$ cat src/rtl/status_reg_if.sv
// Bus between the CPU core/ALU and the 6502 status register (P).
// master drives the ALU/decode side, slave is the status register itself.
interface status_reg_if;
    logic [7:0] alu_result;
    logic       alu_carry;
    logic       alu_overflow;
    logic [3:0] flag_we;
    logic       bit_op;
    logic [7:0] data_in;
    logic       pull;
    logic       pull_rti;
    logic [2:0] flag_op;
    logic       irq_entry;
    logic       sync;
    logic       push_brk;
    logic [7:0] p_out;
    logic [7:0] p_push;
    logic       carry_flag;
    logic       decimal_mode;
    logic       irq_mask;

    modport master (
        output alu_result, alu_carry, alu_overflow, flag_we, bit_op, data_in,
               pull, pull_rti, flag_op, irq_entry, sync, push_brk,
        input  p_out, p_push, carry_flag, decimal_mode, irq_mask
    );

    modport slave (
        input  alu_result, alu_carry, alu_overflow, flag_we, bit_op, data_in,
               pull, pull_rti, flag_op, irq_entry, sync, push_brk,
        output p_out, p_push, carry_flag, decimal_mode, irq_mask
    );
endinterface

$ cat src/rtl/status_reg.sv
// 6502 processor status register with instruction-delayed interrupt mask.
// Define STATUS_DECIMAL_EN to store the D flag; otherwise D reads as 0.
//
//   state   | meaning
//   IDLE    | irq_mask agrees with the last committed I write
//   PENDING | I was written by CLI/SEI/PLP; mask waits for the next sync
module status_reg (
    input  logic         clk,
    input  logic         rst,
    status_reg_if.slave  bus
);
    typedef enum logic {IDLE, PENDING} state_t;

    state_t state, state_nx;
    logic   n_r, v_r, d_r, i_r, z_r, c_r;
    logic   n_nx, v_nx, d_nx, i_nx, z_nx, c_nx;
    logic   mask_r, mask_nx;
    logic   pend_val, pend_val_nx;
    logic   i_wr, mask_clr;

    always_comb begin
        n_nx        = n_r;
        v_nx        = v_r;
        d_nx        = d_r;
        i_nx        = i_r;
        z_nx        = z_r;
        c_nx        = c_r;
        mask_nx     = mask_r;
        pend_val_nx = pend_val;
        state_nx    = state;
        i_wr        = 1'b0;
        mask_clr    = 1'b0;

        if (bus.pull) begin
            n_nx = bus.data_in[7];
            v_nx = bus.data_in[6];
`ifdef STATUS_DECIMAL_EN
            d_nx = bus.data_in[3];
`endif
            i_nx = bus.data_in[2];
            z_nx = bus.data_in[1];
            c_nx = bus.data_in[0];
            if (bus.pull_rti) begin
                mask_nx  = bus.data_in[2];
                mask_clr = 1'b1;
            end else begin
                i_wr = 1'b1;
            end
        end else if (bus.irq_entry) begin
            i_nx     = 1'b1;
            mask_nx  = 1'b1;
            mask_clr = 1'b1;
        end else if (bus.flag_op != 3'd0) begin
            case (bus.flag_op)
                3'd1: c_nx = 1'b0;
                3'd2: c_nx = 1'b1;
                3'd3: begin i_nx = 1'b0; i_wr = 1'b1; end
                3'd4: begin i_nx = 1'b1; i_wr = 1'b1; end
                3'd5: v_nx = 1'b0;
`ifdef STATUS_DECIMAL_EN
                3'd6: d_nx = 1'b0;
                3'd7: d_nx = 1'b1;
`endif
                default: ;
            endcase
        end else if (bus.bit_op) begin
            n_nx = bus.data_in[7];
            v_nx = bus.data_in[6];
            z_nx = (bus.alu_result == 8'h00);
        end else begin
            if (bus.flag_we[3]) n_nx = bus.alu_result[7];
            if (bus.flag_we[2]) z_nx = (bus.alu_result == 8'h00);
            if (bus.flag_we[1]) c_nx = bus.alu_carry;
            if (bus.flag_we[0]) v_nx = bus.alu_overflow;
        end

        // A fresh I write outranks a sync in the same cycle and restarts the wait.
        if (mask_clr) begin
            state_nx = IDLE;
        end else if (i_wr) begin
            state_nx    = PENDING;
            pend_val_nx = i_nx;
        end else if (state == PENDING && bus.sync) begin
            mask_nx  = pend_val;
            state_nx = IDLE;
        end
    end

    always_ff @(posedge clk) begin
        if (rst) begin
            n_r      <= 1'b0;
            v_r      <= 1'b0;
            d_r      <= 1'b0;
            i_r      <= 1'b1;
            z_r      <= 1'b0;
            c_r      <= 1'b0;
            mask_r   <= 1'b1;
            pend_val <= 1'b0;
            state    <= IDLE;
        end else begin
            n_r      <= n_nx;
            v_r      <= v_nx;
            d_r      <= d_nx;
            i_r      <= i_nx;
            z_r      <= z_nx;
            c_r      <= c_nx;
            mask_r   <= mask_nx;
            pend_val <= pend_val_nx;
            state    <= state_nx;
        end
    end

`ifdef STATUS_DECIMAL_EN
    logic unused_bits;
    assign unused_bits = ^bus.data_in[5:4];
`else
    logic unused_bits;
    assign unused_bits = ^bus.data_in[5:3];
`endif

    assign bus.p_out        = {n_r, v_r, 1'b1, 1'b0, d_r, i_r, z_r, c_r};
    assign bus.p_push       = {n_r, v_r, 1'b1, bus.push_brk, d_r, i_r, z_r, c_r};
    assign bus.carry_flag   = c_r;
    assign bus.decimal_mode = d_r;
    assign bus.irq_mask     = mask_r;
endmodule

$ cat src/flat_wrapper.sv
// flat-port wrapper written by rule: the top's interface ports become plain ports
module status_reg_flat 
  (clk, rst, bus_alu_result, bus_alu_carry, bus_alu_overflow, bus_flag_we, bus_bit_op, bus_data_in, bus_pull, bus_pull_rti, bus_flag_op, bus_irq_entry, bus_sync, bus_push_brk, bus_p_out, bus_p_push, bus_carry_flag, bus_decimal_mode, bus_irq_mask);
  status_reg_if bus_i ();
  input  logic clk;
  input  logic rst;
  input wire logic [$bits(bus_i.alu_result)-1:0] bus_alu_result;
  input wire logic [$bits(bus_i.alu_carry)-1:0] bus_alu_carry;
  input wire logic [$bits(bus_i.alu_overflow)-1:0] bus_alu_overflow;
  input wire logic [$bits(bus_i.flag_we)-1:0] bus_flag_we;
  input wire logic [$bits(bus_i.bit_op)-1:0] bus_bit_op;
  input wire logic [$bits(bus_i.data_in)-1:0] bus_data_in;
  input wire logic [$bits(bus_i.pull)-1:0] bus_pull;
  input wire logic [$bits(bus_i.pull_rti)-1:0] bus_pull_rti;
  input wire logic [$bits(bus_i.flag_op)-1:0] bus_flag_op;
  input wire logic [$bits(bus_i.irq_entry)-1:0] bus_irq_entry;
  input wire logic [$bits(bus_i.sync)-1:0] bus_sync;
  input wire logic [$bits(bus_i.push_brk)-1:0] bus_push_brk;
  output wire logic [$bits(bus_i.p_out)-1:0] bus_p_out;
  output wire logic [$bits(bus_i.p_push)-1:0] bus_p_push;
  output wire logic [$bits(bus_i.carry_flag)-1:0] bus_carry_flag;
  output wire logic [$bits(bus_i.decimal_mode)-1:0] bus_decimal_mode;
  output wire logic [$bits(bus_i.irq_mask)-1:0] bus_irq_mask;
  assign bus_i.alu_result = bus_alu_result;
  assign bus_i.alu_carry = bus_alu_carry;
  assign bus_i.alu_overflow = bus_alu_overflow;
  assign bus_i.flag_we = bus_flag_we;
  assign bus_i.bit_op = bus_bit_op;
  assign bus_i.data_in = bus_data_in;
  assign bus_i.pull = bus_pull;
  assign bus_i.pull_rti = bus_pull_rti;
  assign bus_i.flag_op = bus_flag_op;
  assign bus_i.irq_entry = bus_irq_entry;
  assign bus_i.sync = bus_sync;
  assign bus_i.push_brk = bus_push_brk;
  assign bus_p_out = bus_i.p_out;
  assign bus_p_push = bus_i.p_push;
  assign bus_carry_flag = bus_i.carry_flag;
  assign bus_decimal_mode = bus_i.decimal_mode;
  assign bus_irq_mask = bus_i.irq_mask;
  status_reg u_core (.clk(clk), .rst(rst), .bus(bus_i));
endmodule
$ cat config.mk
export PLATFORM = sky130hd
export DESIGN_NAME = status_reg_flat
export DESIGN_NICKNAME = d
export VERILOG_FILES = /design/src/rtl/status_reg_if.sv /design/src/rtl/status_reg.sv /design/src/flat_wrapper.sv
export SDC_FILE = /design/constraint.sdc
export NUM_CORES = 1
export LEC_CHECK = 0
export ABC_AREA = 1
export CORE_UTILIZATION = 60
export DETAILED_ROUTE_END_ITERATION = 6
export DONT_BUFFER_PORTS = 1
export HOLD_SLACK_MARGIN = 0.06
export MAX_ROUTING_LAYER = met4
export PLACE_DENSITY = 0.79
export SETUP_SLACK_MARGIN = 0.5
export SLEW_MARGIN = 20
export SYNTH_ARGS = -nofsm -noshare
export SYNTH_HDL_FRONTEND = slang
export SYNTH_SLANG_ARGS = --single-unit
export TNS_END_PERCENT = 20
$ cat constraint.sdc
create_clock -name clk -period 1.3 [get_ports clk]
set_clock_uncertainty 0.05 [all_clocks]
set_input_delay 0.26 -clock clk [delete_from_list [all_inputs] [get_ports clk]]
set_output_delay 0.26 -clock clk [all_outputs]
set_load 0.1 [all_outputs]
Run 1, wires at chosen ports, followed through buffers:
The bar under the picture is 10 um long.
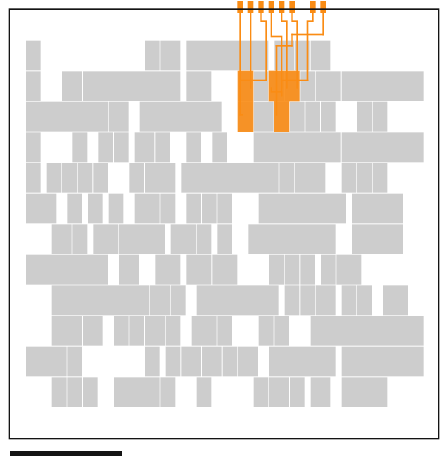
Key: orange = `bus_alu_result` [bits 8, direction input, end cells 5, buffers 0, wire 71.8 um]
PortBufs: 0
Top Ports: 52

Run 1, track usage over the die:
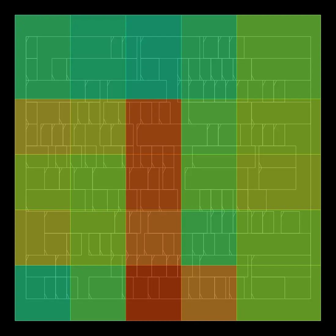
all-layer global routing usage: 0.238
gr busiest metal: met2
met2 Track Usage GR: 0.458
GRT met3 Usage: 0.0756
GRT met1 Usage: 0.222

==> impl_metrics.csv, run 1 <==
group,metric,value,unit
cells_and_area,drive_gt1_frac,0.282,
sta,drv_slew,0,
critical_path,arrival,0.88,ns
cells_and_area,buf_share,0.170,
sta,hold_violations,0,
global_routing,grt_pass1_vias,616,
cells_and_area,seqCellArea,175,um2
min_path,worstHoldPathCells,2,
synth,yosysWarnings,0,
clock_tree,cts_hold_buf,1,
drt,vias,707,
sta,hold_ws,0.132,ns
drt,vias_per_cell,5.12,
sta,min_period,1.19,ns
synth,yosysTopAreaCellShare,0.205,
clock_tree,root_buffer,"clkbuf_4",
cells_and_area,n_clock_buffer,4,
global_routing,grt_overflow,0,
global_routing,grt_antenna_before_repair,0,
critical_path,critPathBufInv,1,
clock_tree,cts_num_sinks,8,
drt,wl,1530,um
sta,fin_crit_sh,0.915,
floorplan,design.die.area,1450,um2
clock_tree,numCtsBuffers,3,
sta,fmax,841,MHz
synth,syn_area_per_cell,6.19,um2
critical_path,cpPeakStageDelay,0.38,ns
cells_and_area,logic_area,433,um2
cells_and_area,final-clk-cell-share,0.0301,
critical_path,startpoint_type,"register",
cells_and_area,largest_class,"combinational gates",
place,gp_congestion,0.892,
drt,firstDrtPassIters,2,
clock_tree,cts_setup_buffers,0,
cells_and_area,inverters,16,
sta,rsz0062_at_grt,"yes",
min_path,hp-start,"bus_pull",
power,leakage,0.433,nW
critical_path,reg2reg_slack,0.33,ns
run,tool_warnings,33,
drt,wl_met3,90,um
cells_and_area,syn2layout_area_growth,12.0,%
min_path,hp-class,"primary input to register",
status,outcome,"finished clean",
critical_path,reg2reg_to,"u_core.z_r",
drt,ant_nets,0,
drt,m1WireLength,546,um
critical_path,slowest_stage,"dfxtp_4",
cells_and_area,mostFrequentLayoutCell,"nand2_1",
synth,largest_area_cell,"dfxtp_1",
Run 1, metal layers overlaid:
Only two layers are drawn.
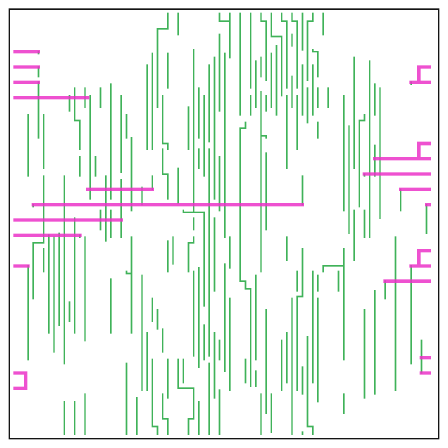
Key: green = met2 [wire length 881 um]; magenta = met3 [wire length 90.5 um]

Run 1, floorplan with the power grid:
Pins as bars on the die edge. Tap cells in grey.
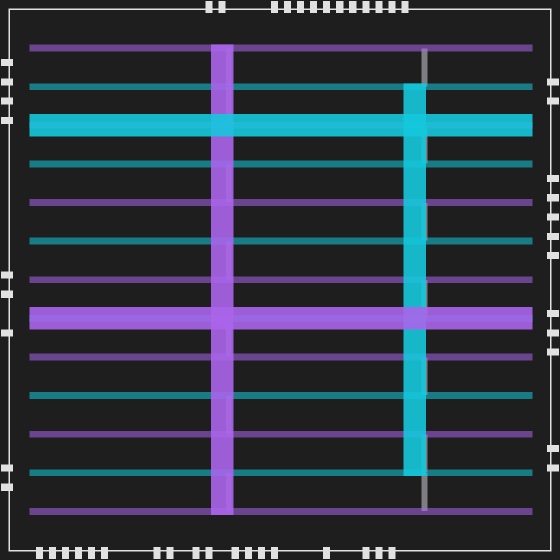
Key: purple = VSS; cyan = VDD
2 straps on met4. 13 met1 rails follow the rows. 14 tap cells. 52 signal pins sit on the boundary. 2 straps on met5.
Max VDD drop: 0.000936 V
Core Area: 1160 um2
Die Span X: 38.0 um
Die Ht: 38.0 um

==> run 1: logic make-up (layout without fill, tap and decap cells) <==
logic type	count (synthesis)	after routing	share of synthesized area
buffers and inverters	34	28	0.265
AND/OR/NAND/NOR	72	72	0.437
other	2	6	0.00963
AND-OR/OR-AND	10	10	0.0835
flip-flops	8	8	0.205
==> run 1: layer usage <==
metal	vias up	global-route usage
met2	20	0.458
met3	2	0.0756
met4	0	0.0625
li1	361	-
met5	-	-
met1	324	0.222
==> run 1: cells in the mapped netlist, drive strengths merged <==
cell	number
nand2	35
nor2	25
buf	18
inv	16
nand3	10
dfxtp	8
a21oi	4
o21ai	4
conb	2
o211ai	2
nand3b	1
nand4	1
==> run 1: worst max-delay path by stage <==
stage,depth (start not counted),end,from,slack (ns)
after global placement,6,u_core.z_r,bus_flag_op[0],0.27
after CTS,1,bus_p_out[0],u_core.bus.carry_flag,0.10
final,1,bus_p_push[0],u_core.bus.carry_flag,0.11
after global routing,1,bus_p_push[0],u_core.bus.carry_flag,0.09
after floorplan,1,bus_p_out[0],u_core.bus.carry_flag,0.22
after detailed placement,6,u_core.z_r,bus_flag_op[0],0.22
==> run 1: report_power, final <==
part / internal (W) / switching (W)
combinational: 0.000116 / 0.000374
sequential: 0.000265 / 0.0000180
clock: 0.000117 / 0.0000831
==> run 1: per-stage QoR <==
step | instance area (um2) | std cells | setup WS, ns | total power [W] | util
2_1_floorplan | 846 | 130 | 0.220 | 0.000763 | -
3_3_place_gp | 823 | 133 | 0.266 | 0.000763 | 0.712
3_5_place_dp | 823 | 133 | 0.223 | 0.000771 | 0.712
4_1_cts | 863 | 138 | 0.102 | 0.000978 | 0.747
5_1_grt | 873 | 138 | 0.0850 | 0.00102 | 0.755
6_report | 873 | 138 | 0.110 | 0.000973 | 0.755
==> run 2, diff against run 1 <==
Settings changed: CAP_MARGIN set to 15.
Run 2, track usage over the die:
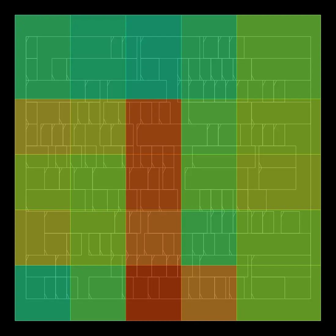
end-of-flow core utilization: 0.755
Avg WL per Cell: 11.1 um

==> run 2 against run 1 <==
  * Critical path depth is the same
  * Wire length did not move
  * Register-to-register slack is essentially flat
  * Worst setup slack stayed put
  * Utilization is the same
  * Cell count did not move
  * Area after synthesis unchanged
  * Clock power about the same
  * Fmax stayed put
==> impl_metrics.csv, run 2 <==
group,metric,value,unit
drt,m1WireLength,546,um
cells_and_area,mostFrequentLayoutCell,"nand2_1",
critical_path,crit_fanout,3,
cells_and_area,seqCellArea,175,um2
synth,postSynthSeqShare,0.205,
synth,edf_count,0,
cells_and_area,logic_area,433,um2
drt,wl_met3,90,um
status,outcome,"finished clean",
global_routing,grt_antenna_before_repair,0,
floorplan,die_x,38.0,um
critical_path,arrival,0.88,ns
global_routing,gr-usage-met3,0.0756,
synth,ys_ff,8,
clock_tree,cts_buffer_depth,2,
power,leakage,0.433,nW
critical_path,worstPathRequired,0.99,ns
global_routing,use_met2,0.458,
drt,vias_per_cell,5.12,
cells_and_area,n_antenna_cell,0,
place,gp_congestion,0.892,
global_routing,grt_max_degree,10,
min_path,hp-class,"primary input to register",
floorplan,die-height,38.0,um
critical_path,critical_path_class,"register to primary output",
synth,largest_area_cell,"dfxtp_1",
synth,synthArstFlopShare,0,
clock_tree,numCtsBuffers,3,
cells_and_area,drive_gt1_frac,0.282,
critical_path,startpoint_type,"register",
floorplan,design.die.area,1450,um2
drt,vias,707,
cells_and_area,instances_no_fill,138,
floorplan,fp_util,0.674,
drt,firstDrtPassIters,2,
synth,yosysTopAreaCellShare,0.205,
critical_path,cpPeakStageDelay,0.38,ns
place,port_buffers,0,
sta,hold_violations,0,
sta,fmax,841,MHz
clock_tree,cts_setup_buffers,0,
critical_path,slowest_stage,"dfxtp_4",
sta,drv_slew,0,
clock_tree,cts_num_sinks,8,
clock_tree,cts_hold_buf,1,
critical_path,critical_path.top_delay_family,"flip-flops",
global_routing,use_met1,0.222,
clock_tree,cts_tree,"built",
clock_tree,root_buffer,"clkbuf_4",
clock_tree,clkSlewWorstSetupHoldPaths,0.06,ns
synth,flop_cell,"dfxtp_1",
power,power_density,1110,nW/um2
sta,min_period,1.19,ns
sta,setup_violations,0,
synth,synth_cell_types,19,
critical_path,crit_path_cell_trace,"buf_16",
synth,ys_top_cells_by_area,"dfxtp_1, buf_4, nand2_1",
global_routing,grt_pass1_vias,616,
cells_and_area,nets,158,
place,dpl.cell_count,133,
drt,drt-initial-drc-count,14,
sta,fin_crit_sh,0.915,
drt,wl,1530,um
cells_and_area,lay_top_cells,"nand2_1, nor2_1, inv_1",
synth,common_cells,"nand2_1, nor2_1, buf_4, inv_1, nand3_1",
drt,dr_wl_met2,880,um
sta,rsz0062_at_grt,"yes",
critical_path,critPathBufInv,1,
floorplan,row_count,12,
cells_and_area,syn2layout_area_growth,12.0,%
global_routing,grtUsageTotal,0.238,
run,tool_warnings,33,
synth,top_cell,"nand2_1",
synth,yosysWarnings,0,
place,dpl_worst_slack,0.223,ns
synth,syn_area_per_cell,6.19,um2
sta,setup_ws,0.110,ns
drt,drc_errors,0,
global_routing,grt.busiest_layer,"met2",
sta,setup_tns,0,ns
power,ir_drop,0.000936,V
floorplan,core_area,1160,um2
floorplan,ioPinCount,52,
synth,ys_chip_area,779,um2
clock_tree,cts-resized-gates,1,
global_routing,grt_overflow,0,
drt,ant_nets,0,
-- run 2: cell counts after synthesis --
No cell type changed its count.
-- run 2: worst paths after layout --
check	startpoint	to	slack, ns	cells past startpoint
worst max-delay path	u_core.bus.carry_flag	bus_p_push[0]	0.11	1
worst min-delay path	bus_pull	u_core.i_r	0.13	2
worst max register to register	u_core.z_r	u_core.z_r	0.33	5
worst min register to register	u_core.pend_val	u_core.bus.irq_mask	0.44	2
-- run 2: power by group --
| part | internal (W) | leakage (nW) | switching (W) | total (W) |
|---|---|---|---|---|
| Combinational | 0.000116 | 0.350 | 0.000374 | 0.000490 |
| Sequential | 0.000265 | 0.0678 | 0.0000180 | 0.000283 |
| Clock | 0.000117 | 0.0150 | 0.0000831 | 0.000200 |
| Total | 0.000498 | 0.433 | 0.000475 | 0.000973 |
-- run 2: kinds of logic (layout without fill, tap and decap cells) --
| group | Yosys count | in the layout | synth area share |
|---|---|---|---|
| and+or+nand+nor | 72 | 72 | 0.437 |
| buffers and inverters | 34 | 28 | 0.265 |
| AOI/OAI and AO/OA | 10 | 10 | 0.0835 |
| DFF | 8 | 8 | 0.205 |
| other | 2 | 6 | 0.00963 |
-- run 2: stage by stage --
step / area, um2 / utilization / hold slack (ns) / power [W]
2_1_floorplan: 846 / - / 0.269 / 0.000763
3_3_place_gp: 823 / 0.712 / 0.272 / 0.000763
3_5_place_dp: 823 / 0.712 / 0.274 / 0.000771
4_1_cts: 863 / 0.747 / 0.128 / 0.000978
5_1_grt: 873 / 0.755 / 0.130 / 0.00102
6_report: 873 / 0.755 / 0.132 / 0.000973
-- run 2: area by class of cell --
class | count | area share
Sequential cell | 8 | 0.201
Multi-Input combinational cell | 88 | 0.496
Tap cell | 14 | 0.0201
Inverter | 16 | 0.0831
Clock buffer | 4 | 0.0301
Timing Repair Buffer | 8 | 0.170
No activity file was given, so power comes from the tool's default toggle rates.
